`src/rtl/led_pkg.sv`:
```
// Shared encodings for the running-light controller: pattern modes and
// ping-pong direction.
package led_pkg;

  typedef enum logic [1:0] {
    MODE_ROL  = 2'd0,
    MODE_ROR  = 2'd1,
    MODE_PING = 2'd2,
    MODE_BAR  = 2'd3
  } mode_e;

  typedef enum logic {
    DIR_UP   = 1'b0,
    DIR_DOWN = 1'b1
  } dir_e;

endpackage

```
`src/rtl/sang_chay_param_if.sv`:
```
// Control and LED bus of the running-light controller.
interface sang_chay_param_if #(
  parameter int WIDTH = 8
);
  logic [1:0]       mode;
  logic [1:0]       speed;
  logic             pause;
  logic [WIDTH-1:0] led;
  logic             tick;

  modport master (output mode, output speed, output pause, input led, input tick);
  modport slave  (input mode, input speed, input pause, output led, output tick);
endinterface

```
`src/rtl/chia_xung_param.sv`:
```
// Step-rate divider: one-cycle step_en every (DIV >> speed) clocks, frozen
// while pause is high.
module chia_xung_param #(
  parameter int DIV = 50_000_000
) (
  input  logic       clki,
  input  logic       rs,
  input  logic [1:0] speed,
  input  logic       pause,
  output logic       step_en
);

  localparam int CW = $clog2(DIV);

  logic [CW-1:0] cnt;
  logic [31:0]   len;
  logic [31:0]   cnt_ext;
  logic          hit;

  assign len     = 32'(DIV) >> speed;
  assign cnt_ext = 32'(cnt);
  // >= rather than == so a speed-up that leaves cnt beyond the new limit
  // fires on the next edge instead of running the counter around.
  assign hit     = (cnt_ext >= (len - 32'd1));
  assign step_en = hit & ~pause;

  always_ff @(posedge clki or negedge rs) begin
    if (!rs) begin
      cnt <= '0;
    end else if (!pause) begin
      cnt <= hit ? '0 : cnt + CW'(1);
    end
  end

endmodule

```
`src/rtl/sang_chay_param.sv`:
```
// Running-light controller: divider-driven multi-mode LED pattern engine
// with pause, runtime speed select and a per-step tick.
module sang_chay_param
  import led_pkg::*;
#(
  parameter int WIDTH = 8,
  parameter int DIV   = 50_000_000
) (
  input  logic             clki,
  input  logic             rs,
  sang_chay_param_if.slave bus
);

  logic             step_en;
  logic [WIDTH-1:0] led_q, led_d;
  mode_e            mode_q, mode_d;
  dir_e             dir_q, dir_d;
  logic             tick_q;
  mode_e            mode_in;

  chia_xung_param #(.DIV(DIV)) u_div (
    .clki    (clki),
    .rs      (rs),
    .speed   (bus.speed),
    .pause   (bus.pause),
    .step_en (step_en)
  );

  assign mode_in = mode_e'(bus.mode);

  always_ff @(posedge clki or negedge rs) begin
    if (!rs) begin
      led_q  <= WIDTH'(1);
      mode_q <= MODE_ROL;
      dir_q  <= DIR_UP;
      tick_q <= 1'b0;
    end else begin
      led_q  <= led_d;
      mode_q <= mode_d;
      dir_q  <= dir_d;
      tick_q <= step_en;
    end
  end

  always_comb begin
    led_d  = led_q;
    mode_d = mode_q;
    dir_d  = dir_q;
    if (step_en) begin
      if (mode_in != mode_q) begin
        // A mode change only reloads the start pattern; shifting resumes next step.
        mode_d = mode_in;
        dir_d  = DIR_UP;
        case (mode_in)
          MODE_ROL:  led_d = WIDTH'(1);
          MODE_ROR:  led_d = {1'b1, {(WIDTH-1){1'b0}}};
          MODE_PING: led_d = WIDTH'(1);
          MODE_BAR:  led_d = '0;
          default:   led_d = WIDTH'(1);
        endcase
      end else begin
        case (mode_q)
          MODE_ROL:  led_d = {led_q[WIDTH-2:0], led_q[WIDTH-1]};
          MODE_ROR:  led_d = {led_q[0], led_q[WIDTH-1:1]};
          MODE_PING: begin
            if (dir_q == DIR_UP) begin
              if (led_q[WIDTH-1]) begin
                dir_d = DIR_DOWN;
                led_d = led_q >> 1;
              end else begin
                led_d = led_q << 1;
              end
            end else begin
              if (led_q[0]) begin
                dir_d = DIR_UP;
                led_d = led_q << 1;
              end else begin
                led_d = led_q >> 1;
              end
            end
          end
          MODE_BAR:  led_d = (&led_q) ? '0 : {led_q[WIDTH-2:0], 1'b1};
          default:   led_d = led_q;
        endcase
      end
    end
  end

  assign bus.led  = led_q;
  assign bus.tick = tick_q;

endmodule

```
`src/flat_wrapper.sv`:
```
// flat-port wrapper written by rule: the top's interface ports become plain ports
module sang_chay_param_flat import led_pkg::*;
#(
  parameter int WIDTH = 8,
  parameter int DIV   = 50_000_000
)
  (clki, rs, bus_mode, bus_speed, bus_pause, bus_led, bus_tick);
  sang_chay_param_if #(.WIDTH(WIDTH)) bus_i ();
  input  logic clki;
  input  logic rs;
  input wire logic [$bits(bus_i.mode)-1:0] bus_mode;
  input wire logic [$bits(bus_i.speed)-1:0] bus_speed;
  input wire logic [$bits(bus_i.pause)-1:0] bus_pause;
  output wire logic [$bits(bus_i.led)-1:0] bus_led;
  output wire logic [$bits(bus_i.tick)-1:0] bus_tick;
  assign bus_i.mode = bus_mode;
  assign bus_i.speed = bus_speed;
  assign bus_i.pause = bus_pause;
  assign bus_led = bus_i.led;
  assign bus_tick = bus_i.tick;
  sang_chay_param #(.WIDTH(WIDTH), .DIV(DIV)) u_core (.clki(clki), .rs(rs), .bus(bus_i));
endmodule
```
`config.mk`:
```
export PLATFORM = sky130hd
export DESIGN_NAME = sang_chay_param_flat
export DESIGN_NICKNAME = d
export VERILOG_FILES = /design/src/rtl/led_pkg.sv /design/src/rtl/sang_chay_param_if.sv /design/src/rtl/chia_xung_param.sv /design/src/rtl/sang_chay_param.sv /design/src/flat_wrapper.sv
export SDC_FILE = /design/constraint.sdc
export NUM_CORES = 1
export LEC_CHECK = 0
export CELL_PAD_IN_SITES_DETAIL_PLACEMENT = 1
export CELL_PAD_IN_SITES_GLOBAL_PLACEMENT = 1
export CORE_MARGIN = 5
export CORE_UTILIZATION = 46
export CTS_CLUSTER_DIAMETER = 40
export CTS_CLUSTER_SIZE = 8
export DETAILED_ROUTE_END_ITERATION = 8
export GPL_TIMING_DRIVEN = 0
export PLACE_DENSITY_LB_ADDON = 0.08
export SYNTH_ARGS = -nofsm -noshare
export SYNTH_HDL_FRONTEND = slang
export SYNTH_HIERARCHICAL = 1
export SYNTH_SLANG_ARGS = --single-unit
```
`constraint.sdc`:
```
create_clock -name clki -period 3.4 [get_ports clki]
set_input_delay 0.85 -clock clki [delete_from_list [all_inputs] [get_ports clki]]
set_output_delay 0.85 -clock clki [all_outputs]
set_load 0.02 [all_outputs]
```
==> impl_metrics.py <==
# Generated from Yosys and OpenROAD reports
metrics = {
    "status": {
        "status": "finished clean",
    },
    "worst_setup_path": {
        "regToRegSetupSlack_ns": 0.59,
        "crit_start": "bus_speed[0]",
        "reg2reg_depth": 13,
        "timing.rr.start": "u_core/u_div/cnt[10]",
        "crit_type": "in -> reg",
        "crit_arrival_ns": 3.48,
        "start_kind": "input pin",
        "cp_max_fo": 7,
        "r2r_end": "u_core/bus.led[2]",
        "worstPathRequired_ns": 3.63,
    },
    "global_route": {
        "grt_overflow_total": 0,
        "grt_max_degree": 39,
        "antenna_found_initial": 0,
        "grt_pass1_vias": 2415,
        "grt_pass1_wl_um": 11800,
    },
    "sta": {
        "setup_viol": 0,
        "tns_ns": 0,
        "relSlewSlack_pct": 42.2,
        "maxSlewViolCount": 0,
        "hold_violations": 0,
        "clock_skew_ns": 0.00794,
        "worst_pin_slew_ns": 0.867,
        "fmax_mhz": 308,
        "whs_ns": 0.578,
        "finalClockPeriodUsage_pct": 95.6,
        "period_needed_ns": 3.25,
        "setup_ws_ns": 0.150,
    },
    "logic_synthesis": {
        "ys_seq_elements": 38,
        "ff_type": "dfrtp_1",
        "ys_seq_share_pct": 36.4,
        "postSynthAreaPerCell_um2": 9.27,
        "async_flop_share_pct": 100,
        "fp_nets": 310,
        "edf_count": 0,
        "synth_cell_types": 52,
        "yosys-stat-cells": 282,
        "synth_cells": 282,
        "yosysWarningCount": 6,
        "yosys_area_um2": 2620,
        "syn_area_um2": 2620,
    },
    "finish": {
        "drive_above_1_share_pct": 17.8,
        "seq_area_um2": 952,
        "antenna_cells": 0,
        "syn2layout_area_growth_pct": 19.1,
        "fill_cells": 657,
        "layout_top_cell": "dfrtp_1",
        "fin_cells": 387,
        "most-common-layout-cells": "dfrtp_1, nand2_1, a21oi_1",
        "layout.nets": 342,
        "logic_area_um2": 1610,
        "final_cell_area_um2": 3120,
    },
    "place": {
        "placed_area_um2": 2890,
        "place_ws_ns": -1.09,
        "routabilityCongestion": 0.828,
        "dp_hpwl_um": 5120,
        "port_buffers": 14,
    },
    "hold_path": {
        "min-delay-start": "u_core/u_div/cnt[3]",
        "hold_class": "reg -> reg",
    },
    "floorplanning": {
        "dieArea_um2": 7290,
        "fp.coreArea_um2": 5510,
        "io_pins": 16,
        "die_w_um": 85.4,
        "rows": 27,
        "initial_core_util_pct": 47.5,
        "die_h_um": 85.4,
    },
    "routing": {
        "wl_um": 7000,
        "ant_nets": 0,
        "dr.pass1.iters": 4,
        "route.detailed.drc": 0,
        "first_iter_violations": 59,
    },
    "power": {
        "power_leakage_nw": 1.47,
        "ir_drop_mv": 0.324,
        "power.density_nw_per_um2": 360,
    },
    "cts": {
        "clock_latency_ns": 0.29,
        "cts_tree": "yes",
        "cts-root-buf": "clkbuf_8",
        "numCtsBuffers": 5,
        "clkTransAtPathRegs_ns": 0.08,
        "clock-sinks": 38,
        "clockBufferDepth": 2,
        "htreeDepth": 2,
    },
    "flow_run": {
        "maxCapViolCount": 0,
        "tool_warnings": 26,
    },
}
per-layer routing:
metal | GRT usage, % | vias to the layer above | part of all wire, %
met5 | 0 | - | 0
met4 | 6.33 | 0 | 1.6
met3 | 3.30 | 8 | 2.3
met2 | 35.7 | 22 | 51
met1 | 25.7 | 1114 | 45
li1 | - | 1085 | -
cell families (layout without fill, tap and decap cells):
group / Yosys count / in the layout / share of synthesized area (%)
flops: 38 / 38 / 36.4
fa+ha+maj: 23 / 23 / 10.9
compound gates: 73 / 73 / 19.5
buf+inv: 29 / 62 / 5.60
xor+xnor: 25 / 25 / 8.37
simple gates: 92 / 92 / 18.9
other cells: 2 / 2 / 0.287
sequential cells by signal (all words and copies together) (netlist names):
register          flops
u_core/bus.led        8
u_core/u_div/cnt     26
u_core/mode_q         2
u_core/bus.tick       1
u_core/dir_q          1
cells in the mapped netlist (3+ instances only):
master,number,area [um^2]
a221o_1,5,50.1
clkbuf_1,4,15.0
buf_6,4,45.0
xor2_1,19,166
buf_2,3,15.0
nand2_1,30,113
o22ai_1,3,18.8
and3_1,10,62.6
o21ai_0,14,70.1
or3_1,3,18.8
inv_1,16,60.1
xnor2_1,6,52.6
a21oi_1,24,120
dfrtp_1,37,926
ha_1,21,263
a211o_1,4,35.0
nor2_1,11,41.3
a31oi_1,3,18.8
nand3_1,13,65.1
nand4_1,10,62.6
worst min-delay path by stage:
stage	end	slack, ns	depth (start not counted)
2_1_floorplan	u_core/u_div/cnt[1]	0.51	2
3_3_place_gp	u_core/u_div/cnt[1]	0.55	2
3_5_place_dp	u_core/u_div/cnt[3]	0.56	2
4_1_cts	u_core/u_div/cnt[3]	0.58	2
5_1_grt	u_core/u_div/cnt[3]	0.61	2
6_report	u_core/u_div/cnt[3]	0.58	2
where the power goes:
group	switching, mW	total, mW	internal (mW)
sequential	0.0661	0.557	0.491
clock	0.163	0.328	0.166
combinational	0.129	0.234	0.105
layout make-up:
class                   instances  share of cell area (%)
flip-flops and latches         38                    30.6
well taps                      72                    2.89
repair buffers                 26                    7.19
inverters                      17                    2.45
multi-input cells             215                    51.5
clock buffers                   8                    2.89
plain buffers                  11                    2.49
critical path, cell delays in order:
cell and delay [ns]:
buf_4 0.15, nor2_4 0.16, inv_2 0.06, ha_4 0.21, ha_4 0.28, nand2_1 0.06, o22ai_2 0.15, a211oi_2 0.07
o311ai_4 0.32, a21o_1 0.17, buf_6 0.11, and2_4 0.19, clkinv_8 0.07, nor3_4 0.21, o21a_2 0.26, a221o_1 0.16
repair_timing:
item	4_1_cts	5_1_grt
buffers inserted	6	6
gates cloned	0	0
endpoints found under the setup margin	13	8
pin swaps	5	8
resized	19	6
metrics by stage:
stage               utilization [%]  total power [mW]
detailed placement             52.5             0.790
global route                   56.6              1.19
CTS                            55.4              1.12
finish                         56.6              1.12
global placement               52.6             0.777
floorplan                         -             0.714
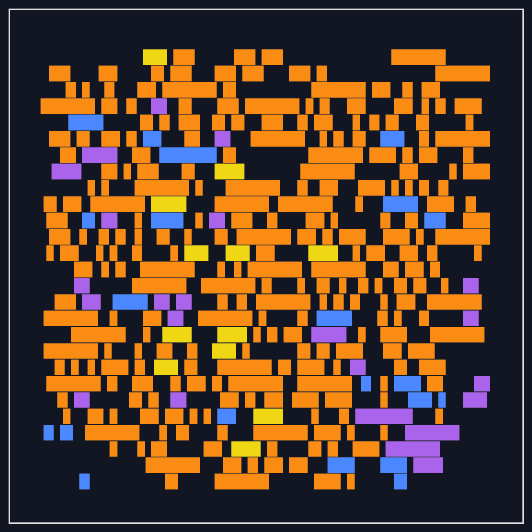
(images/drive_strength.png)
(6 px per um)
[yellow] drive 6 and up | cells: 12 | share: 3.8% | most used: clkbuf_8
[blue] drive 2 | cells: 21 | share: 6.7% | most used: buf_2
[orange] drive 1 or less | cells: 259 | share: 82% | most used: dfrtp_1
[purple] drive 3 to 4 | cells: 23 | share: 7.3% | most used: buf_4

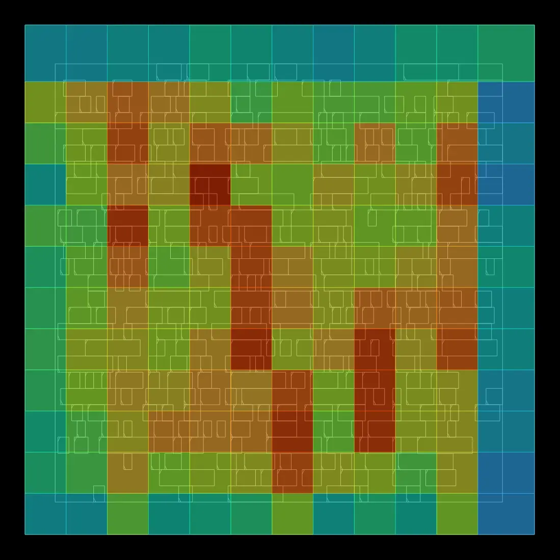
(images/final_congestion.png)
met2 GRT Util: 35.7%
Total GRT Usage: 20.4%

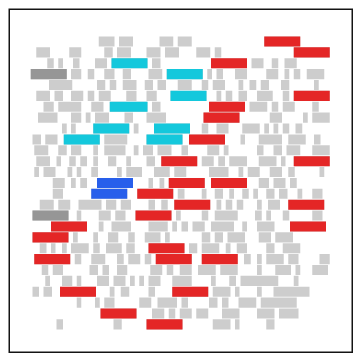
(images/registers.png)
(4 px per um)
[cyan] `u_core/bus.led` | flops: 8
[red] `u_core/u_div/cnt` | flops: 26 | where: widely spread
[blue] `u_core/mode_q` | flops: 2
not coloured: 2

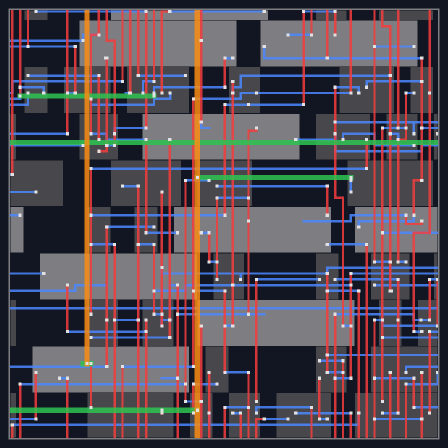
(images/zoom.png)
Region (30, 30) to (55, 55) um. Cells in grey, sequential cells in the stronger grey; small squares are vias.
[red] met2
[blue] met1
[green] met3
[orange] met4
cells with their middle in the window: 38
netlist names of flops here include: `u_core/u_div/cnt` (7), `u_core/bus.led` (1)
sequential cells in the window: 8
most frequent: dfrtp_1 (8), a21oi_1 (5), nor2_1 (4)

Power is estimated from default activity; no workload was simulated.
